==> src/rtl/cfg_pkg.sv <==
// cfg_pkg: build-wide configuration for the stack subsystem.
//   ENGS_N : number of engines that share the banked stack SRAM.
package cfg_pkg;

  localparam int ENGS_N = 4;

endpackage

==> src/rtl/stk_pkg.sv <==
// stk_pkg: shared types and geometry for the stack subsystem.
//   BANKS_N / C_BANK_LINES_N : banked stack SRAM geometry.
//   PTR_W                    : SRAM location {bnk_id, line_id}.
//   opcode_t                 : NOP / PUSH / POP / INV command opcodes.
package stk_pkg;

  localparam int BANKS_N        = 4;
  localparam int BANK_W         = $clog2(BANKS_N);
  localparam int C_BANK_LINES_N = 1024;
  localparam int LINE_W         = $clog2(C_BANK_LINES_N);
  localparam int PTR_W          = BANK_W + LINE_W;
  localparam int OPCODE_W       = 2;
  localparam int ENGID_W        = (cfg_pkg::ENGS_N > 1) ? $clog2(cfg_pkg::ENGS_N) : 1;

  typedef enum logic [OPCODE_W-1:0] {
    OPCODE_NOP  = 2'd0,
    OPCODE_PUSH = 2'd1,
    OPCODE_POP  = 2'd2,
    OPCODE_INV  = 2'd3
  } opcode_t;

  typedef logic [PTR_W-1:0] ptr_t;

endpackage

==> src/rtl/stk_head_tbl_if.sv <==
// stk_head_tbl_if: command/response bundle of the stack head-pointer table.
//   cmd_vld/cmd_opcode/cmd_engid/cmd_rdy          : command channel (master -> slave)
//   rsp_vld/rsp_opcode/rsp_engid/rsp_ptr/rsp_err  : response channel (slave -> master)
//   rsp_rdy                                       : response back-pressure (master -> slave)
interface stk_head_tbl_if;

  logic                         cmd_vld;
  stk_pkg::opcode_t             cmd_opcode;
  logic [stk_pkg::ENGID_W-1:0]  cmd_engid;
  logic                         cmd_rdy;
  logic                         rsp_vld;
  stk_pkg::opcode_t             rsp_opcode;
  logic [stk_pkg::ENGID_W-1:0]  rsp_engid;
  stk_pkg::ptr_t                rsp_ptr;
  logic                         rsp_err;
  logic                         rsp_rdy;

  modport master (
    output cmd_vld, cmd_opcode, cmd_engid, rsp_rdy,
    input  cmd_rdy, rsp_vld, rsp_opcode, rsp_engid, rsp_ptr, rsp_err
  );

  modport slave (
    input  cmd_vld, cmd_opcode, cmd_engid, rsp_rdy,
    output cmd_rdy, rsp_vld, rsp_opcode, rsp_engid, rsp_ptr, rsp_err
  );

endinterface

==> src/rtl/stk_head_tbl.sv <==
// stk_head_tbl: per-engine stack head-pointer responder.
// Keeps one depth counter per engine and answers every PUSH/POP with the
// SRAM location {bnk_id, line_id} the engine must write or read. INV empties
// an engine's stack; NOP is accepted silently.
// Ports:
//   clk, arst : clock and asynchronous active-high reset
//   bus       : stk_head_tbl_if.slave command/response bundle
//   empty_vec : per-engine "stack empty" flags (only with STK_HEAD_TBL_EMPTY_VEC_EN)
// Optional feature macro: STK_HEAD_TBL_EMPTY_VEC_EN adds the empty_vec output.
module stk_head_tbl #(
  parameter int ENGS_N = cfg_pkg::ENGS_N
) (
  input  logic                clk,
  input  logic                arst,
  stk_head_tbl_if.slave       bus
`ifdef STK_HEAD_TBL_EMPTY_VEC_EN
  ,
  output logic [ENGS_N-1:0]   empty_vec
`endif
);

  localparam int CAP_N         = stk_pkg::BANKS_N * stk_pkg::C_BANK_LINES_N / ENGS_N;
  localparam int CNT_W         = $clog2(CAP_N) + 1;
  localparam int LINES_PER_ENG = stk_pkg::C_BANK_LINES_N / ENGS_N;
  localparam int BANK_W        = stk_pkg::BANK_W;
  localparam int LINE_W        = stk_pkg::LINE_W;
  localparam int PTR_W         = stk_pkg::PTR_W;
  localparam int ENGID_W       = stk_pkg::ENGID_W;

  // Entry k of an engine: low bits of k rotate across banks, the rest walk
  // up through the engine's private slice of lines.
  function automatic logic [PTR_W-1:0] map_ptr(input logic [ENGID_W-1:0] eng,
                                               input logic [CNT_W-1:0]   k);
    logic [31:0] line_s;
    line_s = 32'(eng) * 32'(LINES_PER_ENG) + 32'(k >> BANK_W);
    return {k[BANK_W-1:0], line_s[LINE_W-1:0]};
  endfunction

  logic                 accept_s;
  logic                 eng_ok_s;
  logic                 rsp_gen_s;
  logic                 cnt_we_s;
  logic                 err_s;
  logic [CNT_W-1:0]     cur_cnt_s;
  logic [CNT_W-1:0]     nxt_cnt_s;
  logic [PTR_W-1:0]     ptr_s;

  logic [CNT_W-1:0]     cnt_r [ENGS_N];
  logic                 rsp_vld_r;
  stk_pkg::opcode_t     rsp_opcode_r;
  logic [ENGID_W-1:0]   rsp_engid_r;
  logic [PTR_W-1:0]     rsp_ptr_r;
  logic                 rsp_err_r;

  // The output register can take a new response when empty or being drained
  assign bus.cmd_rdy = !rsp_vld_r || bus.rsp_rdy;
  assign accept_s    = bus.cmd_vld && bus.cmd_rdy;
  assign rsp_gen_s   = (bus.cmd_opcode != stk_pkg::OPCODE_NOP);
  assign eng_ok_s    = (32'(bus.cmd_engid) < 32'(ENGS_N));

  // Current depth of the addressed engine (zero for an out-of-range ID)
  always_comb begin
    if (eng_ok_s) begin
      cur_cnt_s = cnt_r[bus.cmd_engid];
    end else begin
      cur_cnt_s = '0;
    end
  end

  // Decode the command against the engine's depth: pointer, error and next depth
  always_comb begin
    nxt_cnt_s = cur_cnt_s;
    cnt_we_s  = 1'b0;
    err_s     = 1'b0;
    ptr_s     = '0;
    case (bus.cmd_opcode)
      stk_pkg::OPCODE_PUSH: begin
        if (!eng_ok_s) begin
          err_s = 1'b1;
        end else if (cur_cnt_s < CNT_W'(CAP_N)) begin
          ptr_s     = map_ptr(bus.cmd_engid, cur_cnt_s);
          nxt_cnt_s = cur_cnt_s + CNT_W'(1'b1);
          cnt_we_s  = 1'b1;
        end else begin
          err_s = 1'b1;
        end
      end
      stk_pkg::OPCODE_POP: begin
        if (!eng_ok_s) begin
          err_s = 1'b1;
        end else if (cur_cnt_s != '0) begin
          ptr_s     = map_ptr(bus.cmd_engid, cur_cnt_s - CNT_W'(1'b1));
          nxt_cnt_s = cur_cnt_s - CNT_W'(1'b1);
          cnt_we_s  = 1'b1;
        end else begin
          err_s = 1'b1;
        end
      end
      stk_pkg::OPCODE_INV: begin
        if (eng_ok_s) begin
          nxt_cnt_s = '0;
          cnt_we_s  = 1'b1;
        end else begin
          err_s = 1'b1;
        end
      end
      default: begin
        nxt_cnt_s = cur_cnt_s;
      end
    endcase
  end

  // Per-engine depth counters; only the addressed engine is ever written
  always_ff @(posedge clk or posedge arst) begin
    if (arst) begin
      for (int i = 0; i < ENGS_N; i++) begin
        cnt_r[i] <= '0;
      end
    end else if (accept_s && cnt_we_s) begin
      cnt_r[bus.cmd_engid] <= nxt_cnt_s;
    end
  end

  // Single response register: loads on accepted PUSH/POP/INV, empties when drained
  always_ff @(posedge clk or posedge arst) begin
    if (arst) begin
      rsp_vld_r    <= 1'b0;
      rsp_opcode_r <= stk_pkg::OPCODE_NOP;
      rsp_engid_r  <= '0;
      rsp_ptr_r    <= '0;
      rsp_err_r    <= 1'b0;
    end else if (bus.cmd_rdy) begin
      if (accept_s && rsp_gen_s) begin
        rsp_vld_r    <= 1'b1;
        rsp_opcode_r <= bus.cmd_opcode;
        rsp_engid_r  <= bus.cmd_engid;
        rsp_ptr_r    <= ptr_s;
        rsp_err_r    <= err_s;
      end else begin
        rsp_vld_r <= 1'b0;
      end
    end
  end

  assign bus.rsp_vld    = rsp_vld_r;
  assign bus.rsp_opcode = rsp_opcode_r;
  assign bus.rsp_engid  = rsp_engid_r;
  assign bus.rsp_ptr    = rsp_ptr_r;
  assign bus.rsp_err    = rsp_err_r;

`ifdef STK_HEAD_TBL_EMPTY_VEC_EN
  logic [ENGS_N-1:0] empty_vec_r;

  // Empty flags track the counters after each accepted command
  always_ff @(posedge clk or posedge arst) begin
    if (arst) begin
      empty_vec_r <= '1;
    end else if (accept_s && cnt_we_s) begin
      empty_vec_r[bus.cmd_engid] <= (nxt_cnt_s == '0);
    end
  end

  assign empty_vec = empty_vec_r;
`endif

endmodule

==> src/flat_wrapper.sv <==
// flat-port wrapper written by rule: the top's interface ports become plain ports
module stk_head_tbl_flat 
#(
  parameter int ENGS_N = cfg_pkg::ENGS_N
)
  (clk, arst, bus_cmd_vld, bus_cmd_opcode, bus_cmd_engid, bus_rsp_rdy, bus_cmd_rdy, bus_rsp_vld, bus_rsp_opcode, bus_rsp_engid, bus_rsp_ptr, bus_rsp_err);
  stk_head_tbl_if bus_i ();
  input  logic clk;
  input  logic arst;
  input wire logic [$bits(bus_i.cmd_vld)-1:0] bus_cmd_vld;
  input wire logic [$bits(bus_i.cmd_opcode)-1:0] bus_cmd_opcode;
  input wire logic [$bits(bus_i.cmd_engid)-1:0] bus_cmd_engid;
  input wire logic [$bits(bus_i.rsp_rdy)-1:0] bus_rsp_rdy;
  output wire logic [$bits(bus_i.cmd_rdy)-1:0] bus_cmd_rdy;
  output wire logic [$bits(bus_i.rsp_vld)-1:0] bus_rsp_vld;
  output wire logic [$bits(bus_i.rsp_opcode)-1:0] bus_rsp_opcode;
  output wire logic [$bits(bus_i.rsp_engid)-1:0] bus_rsp_engid;
  output wire logic [$bits(bus_i.rsp_ptr)-1:0] bus_rsp_ptr;
  output wire logic [$bits(bus_i.rsp_err)-1:0] bus_rsp_err;
  assign bus_i.cmd_vld = bus_cmd_vld;
  assign bus_i.cmd_opcode = bus_cmd_opcode;
  assign bus_i.cmd_engid = bus_cmd_engid;
  assign bus_i.rsp_rdy = bus_rsp_rdy;
  assign bus_cmd_rdy = bus_i.cmd_rdy;
  assign bus_rsp_vld = bus_i.rsp_vld;
  assign bus_rsp_opcode = bus_i.rsp_opcode;
  assign bus_rsp_engid = bus_i.rsp_engid;
  assign bus_rsp_ptr = bus_i.rsp_ptr;
  assign bus_rsp_err = bus_i.rsp_err;
  stk_head_tbl #(.ENGS_N(ENGS_N)) u_core (.clk(clk), .arst(arst), .bus(bus_i));
endmodule
==> config.mk <==
export PLATFORM = sky130hd
export DESIGN_NAME = stk_head_tbl_flat
export DESIGN_NICKNAME = d
export VERILOG_FILES = /design/src/rtl/cfg_pkg.sv /design/src/rtl/stk_pkg.sv /design/src/rtl/stk_head_tbl_if.sv /design/src/rtl/stk_head_tbl.sv /design/src/flat_wrapper.sv
export SDC_FILE = /design/constraint.sdc
export NUM_CORES = 1
export LEC_CHECK = 0
export CORE_ASPECT_RATIO = 1.25
export CORE_UTILIZATION = 41
export CTS_CLUSTER_DIAMETER = 60
export DETAILED_ROUTE_END_ITERATION = 12
export SETUP_SLACK_MARGIN = 0.4
export SYNTH_ARGS = -nofsm -noshare
export SYNTH_HDL_FRONTEND = slang
export SYNTH_SLANG_ARGS = --single-unit
export TNS_END_PERCENT = 10
==> constraint.sdc <==
create_clock -name clk -period 2.4 [get_ports clk]
set_input_delay 0.36 -clock clk [delete_from_list [all_inputs] [get_ports clk]]
set_output_delay 0.36 -clock clk [all_outputs]
set_load 0.02 [all_outputs]
==> images/metal_stack.png <==
Two of the layers only.
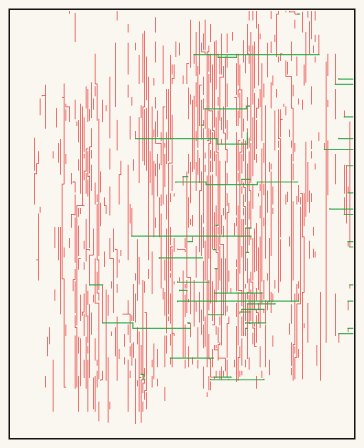
- met3: green (wire length 332 µm)
- met2: red (wire length 4750 µm)

==> images/zoom.png <==
Scale bar: 10 µm. Region (28, 39) to (58, 69) µm. Cells in gray, sequential cells in the stronger gray; small squares are vias.
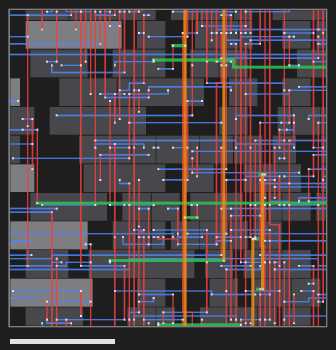
- met3: green
- met2: red
- met4: orange
- met1: blue
- sequential cells in the window: 3
- cells with their middle in the window: 65
- netlist names of flops here include: `u_core.cnt_r` (3)
- most frequent: buf_4 (23), nand2_1 (4), o21ai_0 (4)

==> run summary <==
impl run done, here's what came out: status=finished with violations, failing checks=DRC, setup timing, critical path depth in cells=10, f_max=382 MHz, cells along the critical path=mux4_2 -> inv_4 -> ha_4 -> nor3b_4 -> nand4_4 -> buf_4 -> a211oi_4 -> nor4_2 -> buf_4 -> mux2_2, fin crit share=1.09, dpl hpwl=6.79 mm, startpoint types=register, number of vias per cell=5.32, CP required=between 2000 and 3000 ps, NonClk Buf Share=0.205, antenna diode count=0, OpenROAD warning count=34, Setup TNS=-8190 ps, Reg2Reg Depth=10, Critical Path Max Stage Delay=510 ps, max cap viols=0, RSZ-0062 raised after global routing=true, # Taps=120, Placer Congestion=0.937, Comb area share=0.408, # Cells Yosys=~320, Netlist Area Pre-Place=3650 µm², I/O Buffers=26, Hold WS=388 ps, minimum clock period=between 2000 and 3000 ps, post-DR wirelength/cell=17.1 µm, largest net degree at the start of global routing=approximately 63, drt drc=1, Mapped Cells=320, final worst slack=-215 ps, Synth async-reset ratio=1.00, CLK BUF=10, Power Density=between 1000 and 1500 nW/µm², Total Power=0.00568 W, register bit total from synthesis=62, r2r setup slk=-220 ps, final setup violation count=~48, vias in the first global route=around 3000, Commonest Layout Cell=buf_4, number of antenna-violating nets in the routed design=0, Largest cell class=logic gates, Non-clock buffers=114, die footprint=9280 µm², CTS tree=built, Peak supply drop=0.549 mV, ClkCell Share=0.0409, die height=approximately 110 µm, drt first pass iters=8, first-pass GRT wire length=15.6 mm, Ys Warns=0, Syn Area/Cell=11.4 µm², post-CTS setup buffer count=9, CTS H-tree depth=3, CP endpoint kind=register, Max clock buf depth=2, Slew HR=0.653, Finished Cell Area=5080 µm², Final nets=440, CP most frequent cell=buf_4, flip-flops with a built-in enable=0, FF-to-FF End=u_core.cnt_r[41], P&R area growth vs syn=39.2%, Seq area share=0.306, comb_multi_in=221, hold crit path type=in2async, Multi-input gate area=2070 µm², met3 WL post-DR=around 330 µm, Crit. Startpoint=u_core.cnt_r[0], Lkg Pwr=around 2.4 nW, Hold-fix buffers, CTS=0, Fill cells=715, Vias=2910, Critical Path Fanout Max=11, Hold Fails Final Rpt=0, core area=8650 µm², met2 WL=between 4 and 5 mm, Metal-1 WL=around 4 mm, Critical Path End=u_core.cnt_r[41], Inverters=14, Netlist cell types=a little under 60, Global Route Usage Sum=0.223, chip width=between 80 and 90 µm, reg-to-reg startpoint=u_core.cnt_r[0], 1st-iter DRT viols=178, max reg flops=44, CP top delay family=multiplexers, Yosys Chip Area=3650 µm², # resized after CTS=29, Std-Cell Rows=38
==> images/final_clocks.png <==
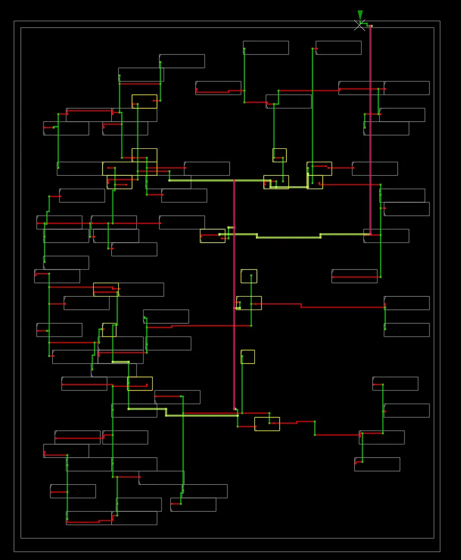
flip-flops: 62
clock latency on the worst-skew pair: 350 ps
TritonCTS Buffers: 9
CTS Sinks: 62
skew final: 10.0 ps

==> per-stage QoR <==
stage,utilization,cells
finish,0.587,547
detailed placement,0.533,521
global placement,0.533,521
floorplan,-,320
CTS,0.581,547
global route,0.587,547
==> cell usage after synthesis, types with 3 or more instances <==
cell type / count / area (µm²)
dfrtp_1: 62 / 1550
mux2_2: 36 / 405
nand2_1: 25 / 93.8
o21ai_0: 19 / 95.1
inv_1: 14 / 52.6
nor2_1: 14 / 52.6
mux4_2: 11 / 248
ha_1: 10 / 125
clkbuf_1: 9 / 33.8
nand3_1: 9 / 45.0
mux2_1: 8 / 90.1
buf_6: 7 / 78.8
a22oi_1: 6 / 45.0
a21oi_1: 5 / 25.0
nor4_1: 5 / 31.3
buf_2: 4 / 20.0
nand4_1: 4 / 25.0
nor3_1: 4 / 20.0
o21a_1: 4 / 30.0
and3_1: 3 / 18.8
buf_4: 3 / 22.5
nand2b_1: 3 / 18.8
nor2b_1: 3 / 18.8
nor3b_1: 3 / 22.5
o211ai_1: 3 / 22.5
xnor2_1: 3 / 26.3
==> layer usage <==
metal,up-vias,GRT usage
met5,-,0
met4,0,0.0940
met3,16,0.0406
met2,72,0.376
met1,1431,0.278
li1,1391,-
==> cells by family after synthesis <==
family,after synthesis,share of synthesized area
simple gates,89,0.145
compound gates,62,0.122
flops,62,0.426
xor+xnor,5,0.0120
buf+inv,37,0.0570
fa+ha+maj,10,0.0343
mux,55,0.204
==> report_power, final <==
| group | switching [W] | internal, W | total [W] | leakage [nW] |
|---|---|---|---|---|
| clock | 0.000455 | 0.000513 | 0.000967 | 0.0951 |
| sequential | 0.000145 | 0.00133 | 0.00148 | 0.841 |
| combinational | 0.00152 | 0.00172 | 0.00324 | 1.48 |
Power and IR drop assume default switching activity.
